`config.mk`:
```
export PLATFORM = sky130hd
export DESIGN_NAME = fu_br_queue
export DESIGN_NICKNAME = d
export VERILOG_FILES = /design/src/rtl/fu_br_queue_pkg.sv /design/src/rtl/fu_br_queue_resolve.sv /design/src/rtl/fu_br_queue.sv
export SDC_FILE = /design/constraint.sdc
export NUM_CORES = 1
export LEC_CHECK = 0
export ABC_CLOCK_PERIOD_IN_PS = 7700
export CORE_MARGIN = 4
export CORE_UTILIZATION = 61
export CTS_BUF_LIST = sky130_fd_sc_hd__clkbuf_8
export DETAILED_ROUTE_END_ITERATION = 6
export GPL_TIMING_DRIVEN = 1
export PLACE_DENSITY = 0.83
export SYNTH_ARGS = -nofsm -noshare
export SYNTH_HDL_FRONTEND = slang
export SYNTH_HIERARCHICAL = 1
export SYNTH_SLANG_ARGS = --single-unit
```
`constraint.sdc`:
```
create_clock -name clock -period 7.7 [get_ports clock]
set_input_delay 0.77 -clock clock [delete_from_list [all_inputs] [get_ports clock]]
set_output_delay 0.77 -clock clock [all_outputs]
set_load 0.01 [all_outputs]
```
`src/rtl/fu_br_queue_pkg.sv`:
```
// Shared definitions for the branch queue: branch funct3 encodings and
// RV32 immediate extraction helpers (results are sign-extended to 32 bits).
package fu_br_queue_pkg;

  typedef enum logic [2:0] {
    BR_BEQ  = 3'b000,
    BR_BNE  = 3'b001,
    BR_BLT  = 3'b100,
    BR_BGE  = 3'b101,
    BR_BLTU = 3'b110,
    BR_BGEU = 3'b111
  } br_funct3_e;

  function automatic logic [31:0] imm_i(input logic [31:0] inst);
    return {{20{inst[31]}}, inst[31:20]};
  endfunction

  function automatic logic [31:0] imm_b(input logic [31:0] inst);
    return {{19{inst[31]}}, inst[31], inst[7], inst[30:25], inst[11:8], 1'b0};
  endfunction

  function automatic logic [31:0] imm_j(input logic [31:0] inst);
    return {{11{inst[31]}}, inst[31], inst[19:12], inst[20], inst[30:21], 1'b0};
  endfunction

endpackage

```
`src/rtl/fu_br_queue_resolve.sv`:
```
// Combinational branch resolution for the queue head: condition, taken,
// next-PC target, link value and mispredict against the fetch prediction.
module fu_br_queue_resolve
  import fu_br_queue_pkg::*;
#(
  parameter int XLEN = 32
) (
  input  logic [XLEN-1:0] i_pc,
  input  logic [31:0]     i_inst,
  input  logic            i_cond,
  input  logic            i_uncond,
  input  logic            i_jalr,
  input  logic            i_pred_taken,
  input  logic [XLEN-1:0] i_pred_target,
  input  logic [XLEN-1:0] i_rs1,
  input  logic [XLEN-1:0] i_rs2,
  output logic            o_take,
  output logic [XLEN-1:0] o_target,
  output logic [XLEN-1:0] o_link,
  output logic            o_mispredict
);

  logic            w_cond;
  logic [XLEN-1:0] w_base;
  logic [XLEN-1:0] w_imm;
  logic [XLEN-1:0] w_sum;

  always_comb begin
    w_cond = 1'b0;
    case (br_funct3_e'(i_inst[14:12]))
      BR_BEQ:  w_cond = (i_rs1 == i_rs2);
      BR_BNE:  w_cond = (i_rs1 != i_rs2);
      BR_BLT:  w_cond = ($signed(i_rs1) <  $signed(i_rs2));
      BR_BGE:  w_cond = ($signed(i_rs1) >= $signed(i_rs2));
      BR_BLTU: w_cond = (i_rs1 <  i_rs2);
      BR_BGEU: w_cond = (i_rs1 >= i_rs2);
      default: w_cond = 1'b0;
    endcase
  end

  // JALR takes I-imm off rs1; JAL uses J-imm and branches B-imm off the PC.
  always_comb begin
    w_base = i_jalr ? i_rs1 : i_pc;
    if (i_jalr)        w_imm = XLEN'($signed(imm_i(i_inst)));
    else if (i_uncond) w_imm = XLEN'($signed(imm_j(i_inst)));
    else               w_imm = XLEN'($signed(imm_b(i_inst)));
  end

  assign w_sum        = w_base + w_imm;
  assign o_target     = i_jalr ? (w_sum & {{(XLEN-1){1'b1}}, 1'b0}) : w_sum;
  assign o_take       = i_uncond || (i_cond && w_cond);
  assign o_link       = i_pc + XLEN'(4);
  assign o_mispredict = (o_take != i_pred_taken) ||
                        (o_take && (o_target != i_pred_target));

endmodule

```
`src/rtl/fu_br_queue.sv`:
```
// Multi-entry in-order branch unit with CDB operand wakeup and a registered
// valid/ready result stage. Optional FU_BR_SELF_FLUSH_EN drops younger ops on mispredict.
module fu_br_queue
  import fu_br_queue_pkg::*;
#(
  parameter int XLEN  = 32,
  parameter int DEPTH = 4,
  parameter int TAG_W = 6
) (
  input  logic                     clock,
  input  logic                     reset,
  input  logic                     squash,
  input  logic                     in_valid,
  output logic                     in_ready,
  input  logic [XLEN-1:0]          in_pc,
  input  logic [31:0]              in_inst,
  input  logic                     in_cond,
  input  logic                     in_uncond,
  input  logic                     in_jalr,
  input  logic                     in_pred_taken,
  input  logic [XLEN-1:0]          in_pred_target,
  input  logic [XLEN-1:0]          in_rs1_val,
  input  logic [XLEN-1:0]          in_rs2_val,
  input  logic                     in_rs1_rdy,
  input  logic                     in_rs2_rdy,
  input  logic [TAG_W-1:0]         in_rs1_tag,
  input  logic [TAG_W-1:0]         in_rs2_tag,
  input  logic [TAG_W-1:0]         in_dest_tag,
  input  logic                     cdb_valid,
  input  logic [TAG_W-1:0]         cdb_tag,
  input  logic [XLEN-1:0]          cdb_value,
  output logic                     out_valid,
  input  logic                     out_ready,
  output logic                     out_take,
  output logic [XLEN-1:0]          out_target,
  output logic [XLEN-1:0]          out_link,
  output logic                     out_mispredict,
  output logic [TAG_W-1:0]         out_dest_tag,
  output logic [$clog2(DEPTH):0]   occupancy
);

  localparam int PTR_W = $clog2(DEPTH);
  localparam int CNT_W = PTR_W + 1;

  // Output handshake: a result moves on any cycle where out_valid && out_ready;
  // while out_valid && !out_ready every out_* register holds its value.
  typedef struct packed {
    logic              valid;
    logic [XLEN-1:0]   pc;
    logic [31:0]       inst;
    logic              cond;
    logic              uncond;
    logic              jalr;
    logic              pred_taken;
    logic [XLEN-1:0]   pred_target;
    logic [XLEN-1:0]   rs1_val;
    logic              rs1_rdy;
    logic [TAG_W-1:0]  rs1_tag;
    logic [XLEN-1:0]   rs2_val;
    logic              rs2_rdy;
    logic [TAG_W-1:0]  rs2_tag;
    logic [TAG_W-1:0]  dest_tag;
  } br_entry_t;

  br_entry_t        r_q [DEPTH];
  logic [PTR_W-1:0] r_head;
  logic [PTR_W-1:0] r_tail;
  logic [CNT_W-1:0] r_count;
  logic             r_out_valid;
  logic             r_out_take;
  logic [XLEN-1:0]  r_out_target;
  logic [XLEN-1:0]  r_out_link;
  logic             r_out_mispredict;
  logic [TAG_W-1:0] r_out_dest_tag;
  logic             r_flush_hold;

  br_entry_t        w_head;
  br_entry_t        w_new;
  logic             w_enq;
  logic             w_res;
  logic             w_xfer;
  logic             w_take;
  logic             w_mis;
  logic [XLEN-1:0]  w_target;
  logic [XLEN-1:0]  w_link;

  assign w_head   = r_q[r_head];
  assign in_ready = (r_count != CNT_W'(DEPTH)) && !r_flush_hold;
  assign w_enq    = in_valid && in_ready && !squash;
  assign w_xfer   = r_out_valid && out_ready;
  assign w_res    = w_head.valid && w_head.rs1_rdy && w_head.rs2_rdy &&
                    (!r_out_valid || out_ready);

  // Incoming entry, with same-cycle CDB capture for operands still pending.
  always_comb begin
    w_new             = '0;
    w_new.valid       = 1'b1;
    w_new.pc          = in_pc;
    w_new.inst        = in_inst;
    w_new.cond        = in_cond;
    w_new.uncond      = in_uncond;
    w_new.jalr        = in_jalr;
    w_new.pred_taken  = in_pred_taken;
    w_new.pred_target = in_pred_target;
    w_new.rs1_val     = in_rs1_val;
    w_new.rs1_rdy     = in_rs1_rdy;
    w_new.rs1_tag     = in_rs1_tag;
    w_new.rs2_val     = in_rs2_val;
    w_new.rs2_rdy     = in_rs2_rdy;
    w_new.rs2_tag     = in_rs2_tag;
    w_new.dest_tag    = in_dest_tag;
    if (!in_rs1_rdy && cdb_valid && (cdb_tag == in_rs1_tag)) begin
      w_new.rs1_rdy = 1'b1;
      w_new.rs1_val = cdb_value;
    end
    if (!in_rs2_rdy && cdb_valid && (cdb_tag == in_rs2_tag)) begin
      w_new.rs2_rdy = 1'b1;
      w_new.rs2_val = cdb_value;
    end
  end

  fu_br_queue_resolve #(.XLEN(XLEN)) u_resolve (
    .i_pc          (w_head.pc),
    .i_inst        (w_head.inst),
    .i_cond        (w_head.cond),
    .i_uncond      (w_head.uncond),
    .i_jalr        (w_head.jalr),
    .i_pred_taken  (w_head.pred_taken),
    .i_pred_target (w_head.pred_target),
    .i_rs1         (w_head.rs1_val),
    .i_rs2         (w_head.rs2_val),
    .o_take        (w_take),
    .o_target      (w_target),
    .o_link        (w_link),
    .o_mispredict  (w_mis)
  );

  always_ff @(posedge clock) begin
    if (reset || squash) begin
      r_head           <= '0;
      r_tail           <= '0;
      r_count          <= '0;
      r_out_valid      <= 1'b0;
      r_out_take       <= 1'b0;
      r_out_target     <= '0;
      r_out_link       <= '0;
      r_out_mispredict <= 1'b0;
      r_out_dest_tag   <= '0;
      r_flush_hold     <= 1'b0;
      for (int i = 0; i < DEPTH; i++) r_q[i].valid <= 1'b0;
    end else begin
      for (int i = 0; i < DEPTH; i++) begin
        if (r_q[i].valid && cdb_valid) begin
          if (!r_q[i].rs1_rdy && (r_q[i].rs1_tag == cdb_tag)) begin
            r_q[i].rs1_rdy <= 1'b1;
            r_q[i].rs1_val <= cdb_value;
          end
          if (!r_q[i].rs2_rdy && (r_q[i].rs2_tag == cdb_tag)) begin
            r_q[i].rs2_rdy <= 1'b1;
            r_q[i].rs2_val <= cdb_value;
          end
        end
      end

      if (w_enq) begin
        r_q[r_tail] <= w_new;
        r_tail      <= r_tail + PTR_W'(1);
      end

      if (w_res) begin
        r_q[r_head].valid <= 1'b0;
        r_head            <= r_head + PTR_W'(1);
        r_out_valid       <= 1'b1;
        r_out_take        <= w_take;
        r_out_target      <= w_target;
        r_out_link        <= w_link;
        r_out_mispredict  <= w_mis;
        r_out_dest_tag    <= w_head.dest_tag;
      end else if (w_xfer) begin
        r_out_valid <= 1'b0;
      end

      case ({w_enq, w_res})
        2'b10:   r_count <= r_count + CNT_W'(1);
        2'b01:   r_count <= r_count - CNT_W'(1);
        default: r_count <= r_count;
      endcase

`ifdef FU_BR_SELF_FLUSH_EN
      if (w_xfer) r_flush_hold <= 1'b0;
      // Mispredict kills every younger op, including one enqueued this cycle.
      if (w_res && w_mis) begin
        for (int i = 0; i < DEPTH; i++) r_q[i].valid <= 1'b0;
        r_tail       <= r_head + PTR_W'(1);
        r_count      <= '0;
        r_flush_hold <= 1'b1;
      end
`else
      r_flush_hold <= 1'b0;
`endif
    end
  end

  assign out_valid      = r_out_valid;
  assign out_take       = r_out_take;
  assign out_target     = r_out_target;
  assign out_link       = r_out_link;
  assign out_mispredict = r_out_mispredict;
  assign out_dest_tag   = r_out_dest_tag;
  assign occupancy      = r_count;

endmodule

```
**Port wiring**

Drawn at 2 px/µm.
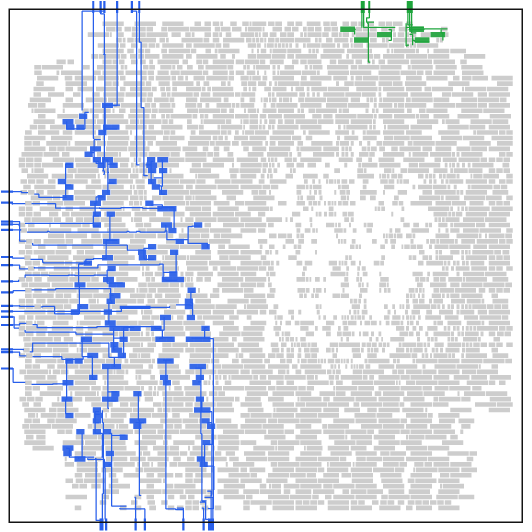
Key: blue = `in_rs1_val` [direction input, edge 16 west, 10 south, 6 north, end cells 128, wire 2690 µm]; green = `out_dest_tag` [direction output, edge north, end cells 6, wire 172 µm]
port buffer count: 297
top-level port count: 305

**Routing congestion**

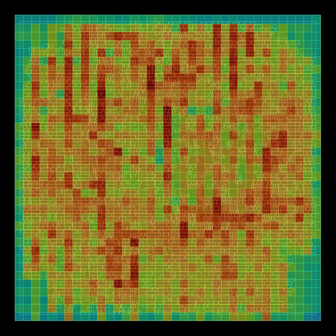
final core area utilization: 0.714
Routed wire per std cell: 27.2 µm

**Gate families picked out**

Drawn at 1.5 px/µm.
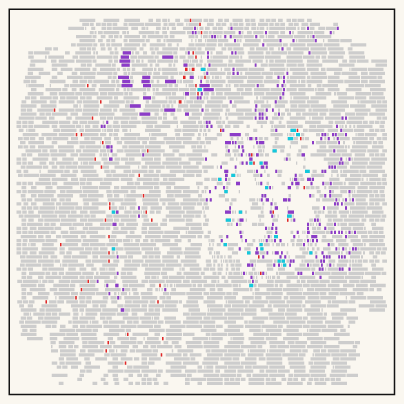
Key: red = inv cells [cells 55]; cyan = non-inverting ao/oa cells [cells 28]; purple = aoi and oai cells [cells 299]

==> results.json <==
{
  "outcome": "finished clean",
  "antennaDiodeCount": 7,
  "clock_tree.root_cell": "sky130_fd_sc_hd__clkbuf_8",
  "hpwl_after_detailed_placement_um": 66400,
  "seq_area_share": 0.531,
  "num_tap_cells": 782,
  "critical_path_arrival_ns": 6.54,
  "clock_network_area_fraction": 0.0498,
  "finClkSkew_ns": 0.0282,
  "slew_headroom": 0.177,
  "layout_min_cycle_time_ns": 5.97,
  "postCtsSetupRepairBufs": 0,
  "ir_worst_vdd_mv": 0.135,
  "worst_hold_slack_ns": 0.467,
  "dr.first_iter.drc_count": 2426,
  "p_int_mw": 6.61,
  "part_of_the_total_power_dissipated_in_sequential_elements": 0.555,
  "gr_layer_usage_met3": 0.0607,
  "place_area_mm2": 0.0411,
  "topRoutingLayerUsed": "met5",
  "core_region_area_mm2": 0.0606,
  "cp.depth": 18,
  "yosys_warnings": 6,
  "syn_inst": 2357,
  "grt_antenna_before_repair": 17,
  "critical_path.most_common_cell": "sky130_fd_sc_hd__nand4_1",
  "tritoncts": "built",
  "stage_log_warnings": 39,
  "totalNegativeSetupSlack_ns": 0,
  "flow.area_growth_from_synthesis_pct": 15.6,
  "largest_cell_class": "sequential cells",
  "cts_htree_levels": 3,
  "cp_max_fo": 47,
  "numSequentialCells": 794,
  "chipArea_mm2": 0.0654,
  "clock.fmax_ghz": 0.167,
  "combinationalPowerShare": 0.081,
  "worstPathCellList": "mux4_2 -> buf_4 -> nor2_1 -> mux2_2 -> ha_1 -> a21o_1 -> nand4_1 -> a211o_1 -> and2_1 -> o311ai_1 -> xor3_1 -> nor3_1 -> nand4_1 -> nor4b_2 -> nand4_1 -> mux2_4 -> o21ai_0 -> a21oi_1",
  "cts_hold_buffers": 0,
  "maxCapViolations": 0,
  "drt_first_pass_iters": 6,
  "worst-slew-pin-transition_ns": 1.23,
  "total_buffers_and_inverters_traversed_by_the_critical_path": 1,
  "global_route.overflow_total": 0,
  "routed_wirelength_um": 97000,
  "synth.net_count": 2660,
  "swShare": 0.226,
  "top_cell_family_by_delay_on_the_critical_path": "simple AND/OR/NAND/NOR gates",
  "hold_class": "reg2reg",
  "final-setup-viol-count": 0,
  "floorplanUtilization": 0.618,
  "setup.worst_path.end_class": "flip-flop",
  "finalNetCount": 2982,
  "die_height_um": 256,
  "chipWidth_um": 256,
  "critical-path-slowest-cell": "sky130_fd_sc_hd__o311ai_1",
  "whs_path_cells": 2,
  "postLayoutCellArea_mm2": 0.0433,
  "met3_length_um": 7410,
  "met2_length_um": 48500,
  "power-per-cell-area_mw_per_mm2": 197
}
**Routed metal per tile**

Drawn at 1.5 px/µm. The die is cut into 26 by 26 equal tiles; white is low, dark blue is high, scaled to the fullest tile. Values are wire area over tile area, all layers added.
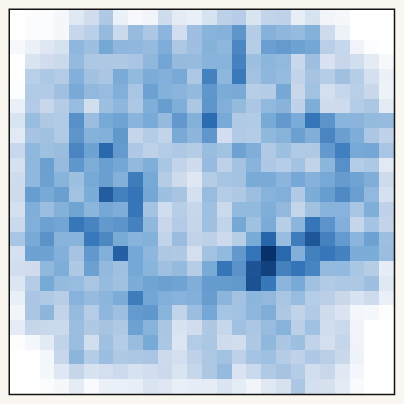
19% of the tiles are over half the peak. The mean over all tiles is 0.24. 4.6% of the tiles are nearly empty.

**Routed clock nets over the placement**

Drawn at 2 px/µm.
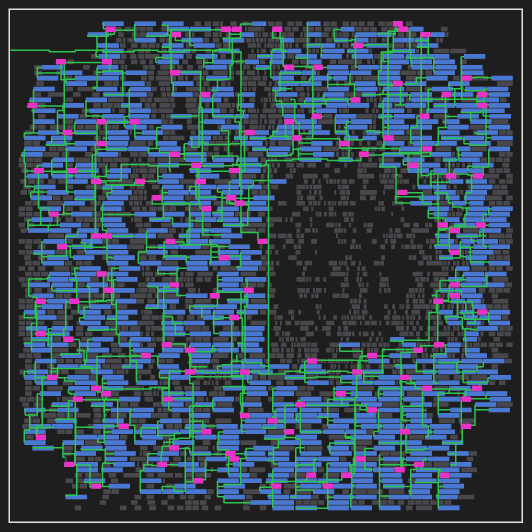
Key: green = clock wires [length 8860 µm]; magenta = clock-net drivers [count 121]; blue = flip-flops [count 794]
Position of the flops: widely spread.

==> tightest hold or removal path, stage by stage, from the launching register on <==
cell                      delay (ns)
sky130_fd_sc_hd__dfxtp_1        0.31
sky130_fd_sc_hd__nand3_1        0.06
sky130_fd_sc_hd__a21oi_1        0.05
==> registers in the layout, summed over array words and instances (netlist names), named ones only <==
signal / flops
r_tail: 2
out_take: 1
out_link: 32
occupancy: 3
out_valid: 1
out_target: 32
out_mispredict: 1
r_head: 2
r_q: 712
out_dest_tag: 6
==> placed cells by master (no fill, tap or decap), drive strengths merged, types with 12 or more instances in the layout <==
cell,n
dfxtp,86
buf,39
nand2,75
o21ai,111
xnor2,81
ha,73
a21o,12
mux2,292
nand3,107
clkdlybuf4s50,297
a21oi,143
mux4,163
nand4,32
nor3,15
clkinv,32
nor2,43
inv,110
edfxtp,708
clkbuf,128
or3,12
xor2,62
==> through the flow <==
stage / instances / util / setup slack [ns]
global placement: 3338 / 0.679 / 1.77
floorplan: 2357 / - / 2.29
detailed placement: 3338 / 0.679 / 1.74
CTS: 3556 / 0.714 / 1.70
global route: 3561 / 0.714 / 1.46
finish: 3563 / 0.714 / 1.73
==> final timing paths <==
path,from,endpoint,slack (ns)
setup / recovery,flip-flop,out_mispredict,1.73
hold / removal,out_dest_tag[2],out_dest_tag[2],0.47
setup reg to reg,flip-flop,out_mispredict,1.73
hold reg to reg,out_dest_tag[2],out_dest_tag[2],0.47
==> power by group through the flow <==
stage                     logic [mW]  registers, mW  clock network [mW]
after floorplan                0.381           4.84                   0
after global placement         0.656           4.83                   0
after detailed placement       0.677           4.84                   0
after CTS                      0.682           4.75                3.16
after global routing           0.731           4.75                3.36
final                          0.689           4.75                3.11
No activity file was given, so power comes from the tool's default toggle rates.
